==> src/rtl/seg_pkg.sv <==
`default_nettype none
// ============================================================================
// seg_pkg : shared constants and types for the seven-segment scan driver
// Revision: 1.0
// ============================================================================
package seg_pkg;

  localparam int unsigned DIGITS = 4;

  localparam logic [7:0] SEG_OFF = 8'hFF;
  localparam logic [3:0] AN_OFF  = 4'hF;

  typedef logic [$clog2(DIGITS)-1:0] digit_idx_t;

  // Active-low {g,f,e,d,c,b,a} glyphs for hex digits 0..F
  localparam logic [6:0] HEX_FONT [16] = '{
    7'h40, 7'h79, 7'h24, 7'h30, 7'h19, 7'h12, 7'h02, 7'h78,
    7'h00, 7'h10, 7'h08, 7'h03, 7'h46, 7'h21, 7'h06, 7'h0E
  };

  function automatic logic [DIGITS-1:0] anode_for(input digit_idx_t idx);
    logic [DIGITS-1:0] an;
    an      = AN_OFF;
    an[idx] = 1'b0;
    return an;
  endfunction

endpackage
`default_nettype wire

==> src/rtl/seg_scan_driver_hex_to_seg.sv <==
`default_nettype none
// ============================================================================
// hex_to_seg : combinational nibble to active-low seven-segment glyph
// Revision: 1.0
// ============================================================================
module hex_to_seg
  import seg_pkg::*;
(
  input  logic [3:0] nibble_i,
  output logic [6:0] seg_o
);

  assign seg_o = HEX_FONT[nibble_i];

endmodule
`default_nettype wire

==> src/rtl/seg_scan_driver.sv <==
`default_nettype none
// ============================================================================
// seg_scan_driver : 4-digit common-anode display scanner with per-frame
//                   word capture, leading-zero blanking and decimal points
// Revision: 1.0
// ============================================================================
module seg_scan_driver
  import seg_pkg::*;
#(
  parameter int unsigned REFRESH_DIV = 100000
) (
  input  logic        CLK,
  input  logic        Reset,
  input  logic [15:0] DataIn,
  input  logic        Enable,
  input  logic        LzBlank,
  input  logic [3:0]  DpMask,
  output logic [3:0]  AN,
  output logic [7:0]  SEG,
  output logic        FrameStart
);

  localparam int unsigned    PW       = $clog2(REFRESH_DIV);
  localparam logic [PW-1:0]  PCNT_MAX = PW'(REFRESH_DIV - 1);

  logic [PW-1:0] pcnt_q, pcnt_d;
  digit_idx_t    idx_q, idx_d;
  logic [15:0]   shadow_q, shadow_d;
  logic [3:0]    an_q, an_d;
  logic [7:0]    seg_q, seg_d;
  logic          fs_q;

  logic        frame_start;
  logic [15:0] src;
  logic [3:0]  nibble;
  logic [3:0]  shamt;
  logic        blank;
  logic [6:0]  glyph;

  assign frame_start = (pcnt_q == '0) && (idx_q == '0);
  // The capture cycle decodes the incoming word directly so digit 0 is
  // never one frame stale relative to the rest of the frame.
  assign src    = frame_start ? DataIn : shadow_q;
  assign shamt  = {idx_q, 2'b00};
  assign nibble = src[shamt +: 4];
  assign blank  = (idx_q != '0) && LzBlank && ((src >> shamt) == 16'h0000);

  hex_to_seg u_hex_to_seg (
    .nibble_i (nibble),
    .seg_o    (glyph)
  );

  always_comb begin
    pcnt_d   = pcnt_q + 1'b1;
    idx_d    = idx_q;
    shadow_d = shadow_q;
    an_d     = AN_OFF;
    seg_d    = SEG_OFF;

    if (pcnt_q == PCNT_MAX) begin
      pcnt_d = '0;
      idx_d  = idx_q + 1'b1;
    end

    if (frame_start) begin
      shadow_d = DataIn;
    end

    if (Enable && !blank) begin
      an_d  = anode_for(idx_q);
      seg_d = {~DpMask[idx_q], glyph};
    end
  end

  always_ff @(posedge CLK or posedge Reset) begin
    if (Reset) begin
      pcnt_q   <= '0;
      idx_q    <= '0;
      shadow_q <= 16'h0000;
      an_q     <= AN_OFF;
      seg_q    <= SEG_OFF;
      fs_q     <= 1'b0;
    end else begin
      pcnt_q   <= pcnt_d;
      idx_q    <= idx_d;
      shadow_q <= shadow_d;
      an_q     <= an_d;
      seg_q    <= seg_d;
      fs_q     <= frame_start;
    end
  end

  assign AN         = an_q;
  assign SEG        = seg_q;
  assign FrameStart = fs_q;

endmodule
`default_nettype wire

==> config.mk <==
export PLATFORM = sky130hd
export DESIGN_NAME = seg_scan_driver
export DESIGN_NICKNAME = d
export VERILOG_FILES = /design/src/rtl/seg_pkg.sv /design/src/rtl/seg_scan_driver_hex_to_seg.sv /design/src/rtl/seg_scan_driver.sv
export SDC_FILE = /design/constraint.sdc
export NUM_CORES = 1
export LEC_CHECK = 0
export ABC_AREA = 1
export CORE_MARGIN = 5
export CORE_UTILIZATION = 39
export DETAILED_ROUTE_END_ITERATION = 6
export PLACE_DENSITY_LB_ADDON = 0.2
export SETUP_SLACK_MARGIN = 0.2
export SLEW_MARGIN = 20
export SYNTH_ARGS = -nofsm -noshare
export SYNTH_HDL_FRONTEND = slang
export SYNTH_SLANG_ARGS = --single-unit
==> constraint.sdc <==
create_clock -name CLK -period 2.8 [get_ports CLK]
set_input_delay 0.56 -clock CLK [delete_from_list [all_inputs] [get_ports CLK]]
set_output_delay 0.56 -clock CLK [all_outputs]
set_load 0.03 [all_outputs]
run_1/metal_stack.png
Bar = 20 um. Two of the layers only.
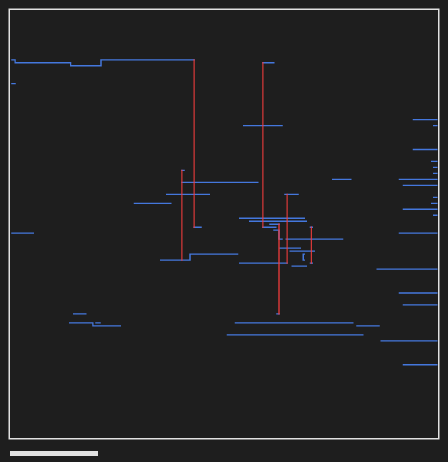
blue -> met3  # wire length 377 um
red -> met4  # wire length 140 um

run_1/registers.png
Bar = 20 um. Other sequential cells in the stronger grey, the rest of the logic in the fainter grey.
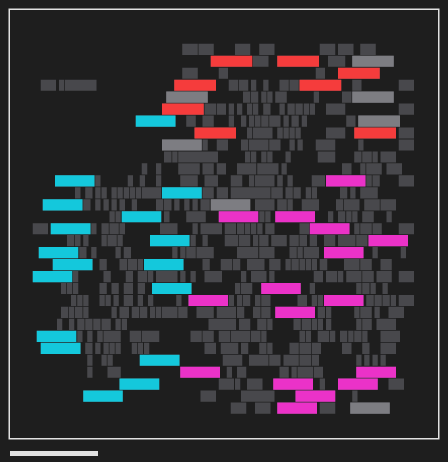
red -> SEG  # placed flops 8
magenta -> shadow_q  # placed flops 16
cyan -> pcnt_q  # placed flops 17
not coloured = 7

==> deck_impl_summary.md, run 1 <==
Key Metrics from the Run

Status
  – Status: finished clean

Floorplan
  – CORE AREA: 7330 um2
  – Fp_density: 0.406
  – Die width: 97.3 um

Power and ir drop
  – Combinational share of power: 0.146
  – Int Power: 983 uW
  – Power Density: 342 nW/um2
  – Net Sw Power: 343 uW
  – Sequential power share: 0.549
  – Combinational power: 193 uW
  – Clk power: 406 uW
  – Power Total: 1330 uW
  – Leak pwr: 0.00196 uW
  – Sw frac: 0.259
  – Sequential power: 728 uW

Layout
  – Num sequential: 48
  – Design Area, Final: 3880 um2
  – Layout fillers: 694
  – Share of cells above drive strength 1: 0.263
  – Register area: 1220 um2
  – Number of non-clock buffers in the layout: 69
  – Clock Buffer Count: 7
  – Biggest register: pcnt_q
  – Layout Utilization: 0.529
  – Most frequent logic cells in the routed design: 91 x nand2_1, 40 x inv_1, 38 x nor2_1, 37 x nand3_1
  – Non-CTS inverters: 50
  – Final Net Count: 492
  – Fraction of area in registers: 0.314
  – Largest cell class: logic gates
  – Combinational share of cell area: 0.420
  – Comb gates: 282
  – Ant diodes: 0

Detailed routing
  – Total number of vias: 2748
  – DR pass1 iterations: 4
  – # DRC: 0
  – DR WL/cell: 13.2 um
  – First DRT Iteration DRCs: 87
  – Detail-routed via count per cell: 4.94

Final timing
  – Setup WS post-layout: 0.305 ns
  – Min Tclk post-route: 2.49 ns
  – Unrepaired setup endpoints after global routing: yes
  – Slew Viols, Final: 0
  – Setup Skew: 0.00634 ns
  – Tcrit/Tclk final: 0.891
  – Peak Freq: 401 MHz
  – Max transition margin: 0.740
  – TNS Setup: 0 ns
  – Fin Hold WS: 0.497 ns

Hold path
  – Hold crit path type: reg2reg
  – Worst hold stages: 2

Critical path
  – Launching point of the worst reg2reg path: idx_q[0]
  – Worst path bufs/invs: 4
  – Max stage delay on crit path: 0.42 ns
  – Critical Path Start Type: register
  – WP data arrival: 2.73 ns
  – CP Cell Sequence: inv_4 > ha_4 > inv_4 > nor2_4 > nand2_2 > nor2_4 > buf_6 > nand4_1 > nand2_2 > nand2_1 > nand3_2 > nand2_4 > ha_4 > nand3_2 > nor2_2 > nand3_1 > nor2_1 > a21oi_2 > buf_6 > nand2_2
  – Most repeated library cell on the critical path: nand2_2
  – Reg2reg path depth: 20
  – Largest delay share family, worst path: simple AND/OR/NAND/NOR gates
  – Flop-to-flop setup slack: 0.31 ns
  – CP Class: reg2reg
  – Max FO, Critical Path: 6
  – Reg-to-Reg End: SEG[0]
  – Required time of the critical path: 3.03 ns

Clock tree
  – Worst skew pair latency: 0.30 ns
  – CTS sink count: 48
  – Clock buffer depth: 2
  – Clock buffer count from CTS: 5
  – Clock transition at path regs: 0.09 ns

Synth
  – # Cells Yosys: 388
  – Top logic family: simple AND/OR/NAND/NOR gates
  – Register area share after synthesis: 0.409
  – Flops after synth: 48
  – Synth Area in Simple Gates: 0.405
  – Synth warnings: 0
  – Yosys Chip Area: 2980 um2
  – Cell Area, Synth: 2980 um2
  – XOR Share, Synth: 0.00589
  – Adder Share, Synth: 0.0505
  – Syn nets: 424

Global routing
  – Initial antenna violation count: 0
  – GRT Overall Usage: 0.153
  – Vias in the first global route: 2503
  – Total grt overflow: 0

Flow run
  – Max_cap viols: 0
  – Tool warnings: 36

Placed design
  – Placement Setup Slack: 0.206 ns
  – Placed Instance Area: 3520 um2
run_1/gate_families.png
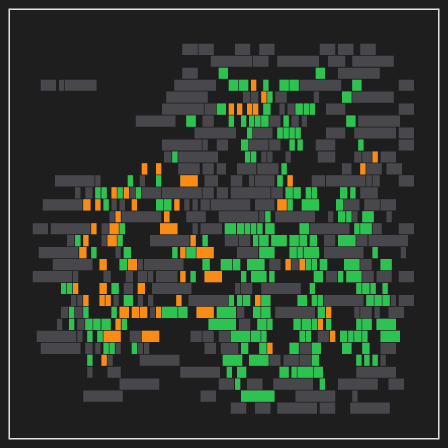
orange -> NOR gates  # cells 57
green -> NAND gates  # cells 185

run 1: routing by layer:
metal | routed length, um | GRT usage | part of all wire
met4 | 140 | 0.0362 | 0.019
met2 | 3550 | 0.257 | 0.48
met5 | 0 | 0 | 0
met3 | 376 | 0.0337 | 0.051
met1 | 3270 | 0.201 | 0.45
run 1: synthesized netlist by cell type:
cell type	number	area (um2)
o21ai_0	8	40.0
nand2_1	102	383
a21oi_2	1	8.76
clkinv_1	1	3.75
nor2_2	1	6.26
o21ai_1	1	5.00
buf_4	2	15.0
xor2_1	2	17.5
o211ai_1	1	7.51
a21oi_1	8	40.0
nand2_4	1	11.3
nand2_2	19	119
nand3b_1	5	37.5
nor2_1	41	154
buf_2	2	10.0
inv_1	43	161
dfstp_2	12	315
and2_4	1	8.76
nand4_1	5	31.3
nor2_4	5	56.3
and2_1	2	12.5
ha_1	12	150
inv_2	6	22.5
nor4_1	3	18.8
nand3_1	43	215
nand4_2	7	87.6
o22ai_1	1	6.26
nor3_1	7	35.0
dfrtp_1	36	901
nand3_2	3	30.0
a21boi_1	1	7.51
a31oi_1	2	12.5
buf_6	4	45.0
run 1: worst max path at each step:
stage / startpoint / end / cells past startpoint
finish: idx_q[0] / SEG[0] / 20
global route: idx_q[0] / SEG[6] / 20
CTS: idx_q[0] / SEG[0] / 20
detailed placement: idx_q[0] / SEG[0] / 20
global placement: idx_q[0] / SEG[7] / 18
floorplan: idx_q[0] / SEG[2] / 23
run 1: what timing repair did:
item                                    4_1_cts  5_1_grt
endpoints found under the hold margin         0        0
hold buffers                                  0        0
pin swaps                                     1       23
buffers inserted                              0       20
resized                                       4       28
endpoints found under the setup margin       12       12
gates cloned                                  0        1
==> run 2: changes to the inputs <==
--- a/config.mk
+++ b/config.mk
@@ -10,7 +10,6 @@
 export CORE_UTILIZATION = 39
 export DETAILED_ROUTE_END_ITERATION = 6
 export PLACE_DENSITY_LB_ADDON = 0.2
-export SETUP_SLACK_MARGIN = 0.2
 export SLEW_MARGIN = 20
 export SYNTH_ARGS = -nofsm -noshare
 export SYNTH_HDL_FRONTEND = slang
run_2/gate_families.png
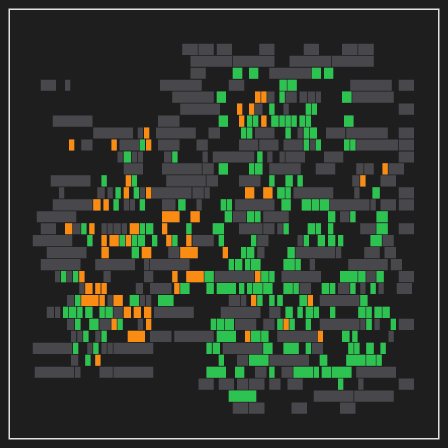
green -> NAND gates  # cells 185
orange -> NOR gates  # cells 57

run_2/registers.png
Bar = 20 um. Other sequential cells in the stronger grey, the rest of the logic in the fainter grey.
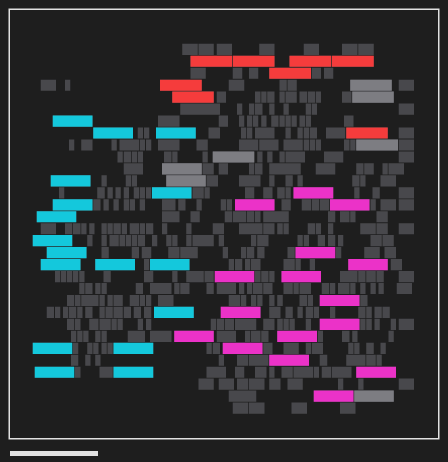
magenta -> shadow_q  # placed flops 16
cyan -> pcnt_q  # placed flops 17
red -> SEG  # placed flops 8

run_2/metal_stack.png
Bar = 20 um. Two of the layers only.
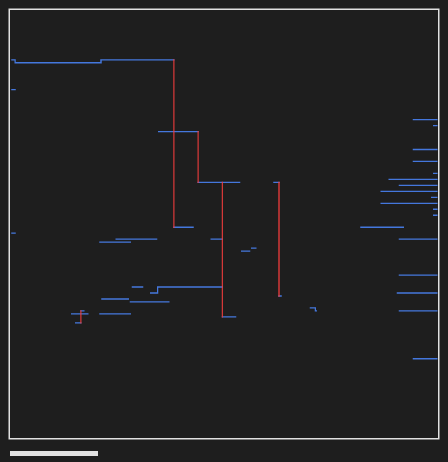
blue -> met3  # wire length 251 um
red -> met4  # wire length 109 um

==> deck_impl_summary.md, run 2 <==
Key Metrics from the Run

Status
  – Status: finished clean

Power and ir drop
  – Sequential power: 727 uW
  – Sequential power share: 0.531
  – Net Sw Power: 343 uW
  – Int Power: 1030 uW
  – Power Total: 1370 uW
  – Sw frac: 0.250
  – Leak pwr: 0.00191 uW
  – Combinational power: 182 uW
  – Clk power: 460 uW
  – Combinational share of power: 0.133

Layout
  – Layout Utilization: 0.508
  – Most frequent logic cells in the routed design: 99 x nand2_1, 43 x nand3_1, 41 x inv_1, 38 x nor2_1
  – Biggest register: pcnt_q
  – Share of cells above drive strength 1: 0.217
  – Design Area, Final: 3730 um2
  – Final Net Count: 483
  – Layout fillers: 691
  – Ant diodes: 0

Critical path
  – Max stage delay on crit path: 0.39 ns
  – Setup crit end: SEG[4]
  – CP Class: reg2reg
  – Reg2reg path depth: 20
  – CP Cell Sequence: inv_2 > ha_4 > inv_1 > nor2_2 > nand2_1 > nor2_4 > nand3_4 > nand2_1 > nand2_2 > nand2_1 > nand3_1 > nand2_2 > ha_2 > nand3_1 > nor2_2 > nand3_1 > nor2_2 > a21oi_4 > buf_12 > nand2_2
  – Worst path bufs/invs: 3
  – Launching point of the worst reg2reg path: idx_q[0]
  – Largest delay share family, worst path: simple AND/OR/NAND/NOR gates
  – WP data arrival: 2.75 ns
  – Max FO, Critical Path: 12
  – Worst path depth: 20
  – Required time of the critical path: 3.04 ns
  – Crit path from: idx_q[0]
  – Reg-to-Reg End: SEG[4]

Synth
  – Yosys Chip Area: 2980 um2
  – Cell Area, Synth: 2980 um2
  – Synth area leader: dfrtp_1
  – Syn nets: 424
  – Ys async rst share: 1.00
  – Cell area leaders: dfrtp_1 30%, nand2_1 13%, dfstp_2 11%
  – Flops after synth: 48
  – Max-area cell share: 0.303
  – Most common cell in the netlist: nand2_1
  – # Cells Yosys: 388
  – Register area share after synthesis: 0.409
  – Main synth FF type: dfrtp_1
  – Synth warnings: 0
  – Post-synth EDFFs: 0

Detailed routing
  – First DRT Iteration DRCs: 100
  – DR WL/cell: 13.3 um
  – # DRC: 0
  – Total number of vias: 2625
  – DR pass1 iterations: 4

Final timing
  – Tcrit/Tclk final: 0.897
  – Max transition margin: 0.683
  – Fin Hold WS: 0.501 ns
  – Min Tclk post-route: 2.51 ns
  – Setup Skew: 0.0156 ns
  – Slew Viols, Final: 0

Clock tree
  – Worst skew pair latency: 0.31 ns
  – Clock transition at path regs: 0.09 ns
  – Clock buffer depth: 2
  – CTS sink count: 48
  – Clock buffer count from CTS: 5

Floorplan
  – Fp_density: 0.406
  – Die width: 97.3 um
  – CORE AREA: 7330 um2
  – Num ports: 37

Flow run
  – Max_cap viols: 0
  – Tool warnings: 35

Global routing
  – GRT Overall Usage: 0.160
  – Initial antenna violation count: 0
  – Vias in the first global route: 2620
  – Total grt overflow: 0

Hold path
  – Worst hold stages: 2
  – Hold crit path type: reg2reg

Placed design
  – Placed Instance Area: 3500 um2
[run 2: cell counts after synthesis]
Identical to the previous run, type by type.
[run 2: final cells by class]
cell class	count	area, um2	share of cell area
well taps	99	124	0.0332
clock buffers	8	100	0.0269
inverters	50	188	0.0504
repair buffers	60	553	0.148
flip-flops and latches	48	1220	0.326
multi-input cells	282	1550	0.415
[run 2: per-stage QoR]
stage | cells | TNS [ns] | setup WS [ns]
global placement | 530 | -0.0368 | -0.0186
finish | 547 | 0 | 0.287
global route | 547 | -0.00558 | -0.00377
CTS | 538 | 0 | 0.0504
detailed placement | 530 | -0.288 | -0.0551
floorplan | 388 | 0 | 0.0319
[run 2: cell families (layout without fill, tap and decap cells)]
| kind of cell | Yosys count | after routing | share of synthesized area |
|---|---|---|---|
| AND-OR/OR-AND | 23 | 23 | 0.0429 |
| adder cells (fa/ha/maj) | 12 | 12 | 0.0505 |
| AND/OR/NAND/NOR | 245 | 245 | 0.405 |
| XOR/XNOR | 2 | 2 | 0.00589 |
| buffers and inverters | 58 | 118 | 0.0866 |
| flip-flops | 48 | 48 | 0.409 |
[run 2: repair_timing]
item	4_1_cts	5_1_grt
endpoints found under the hold margin	0	0
hold buffers	0	0
setup endpoints to repair	12	12
resized	1	9
pin swaps	0	7
buffers inserted	0	9
[run 2: worst min-delay path: cells and delay by family (launching register included)]
kind	cells	cell delay, ns
DFF	1	0.34
and+or+nand+nor	2	0.13
[run 2: metal layers]
layer | wire (um) | global-route usage | vias up | part of all wire
met4 | 108 | 0.0554 | 0 | 0.015
li1 | - | - | 1355 | -
met5 | 0 | 0 | - | 0
met2 | 3460 | 0.254 | 52 | 0.48
met1 | 3440 | 0.217 | 1206 | 0.47
met3 | 251 | 0.0323 | 12 | 0.035
Power figures rest on the tool's default switching activity, not on a simulated workload.
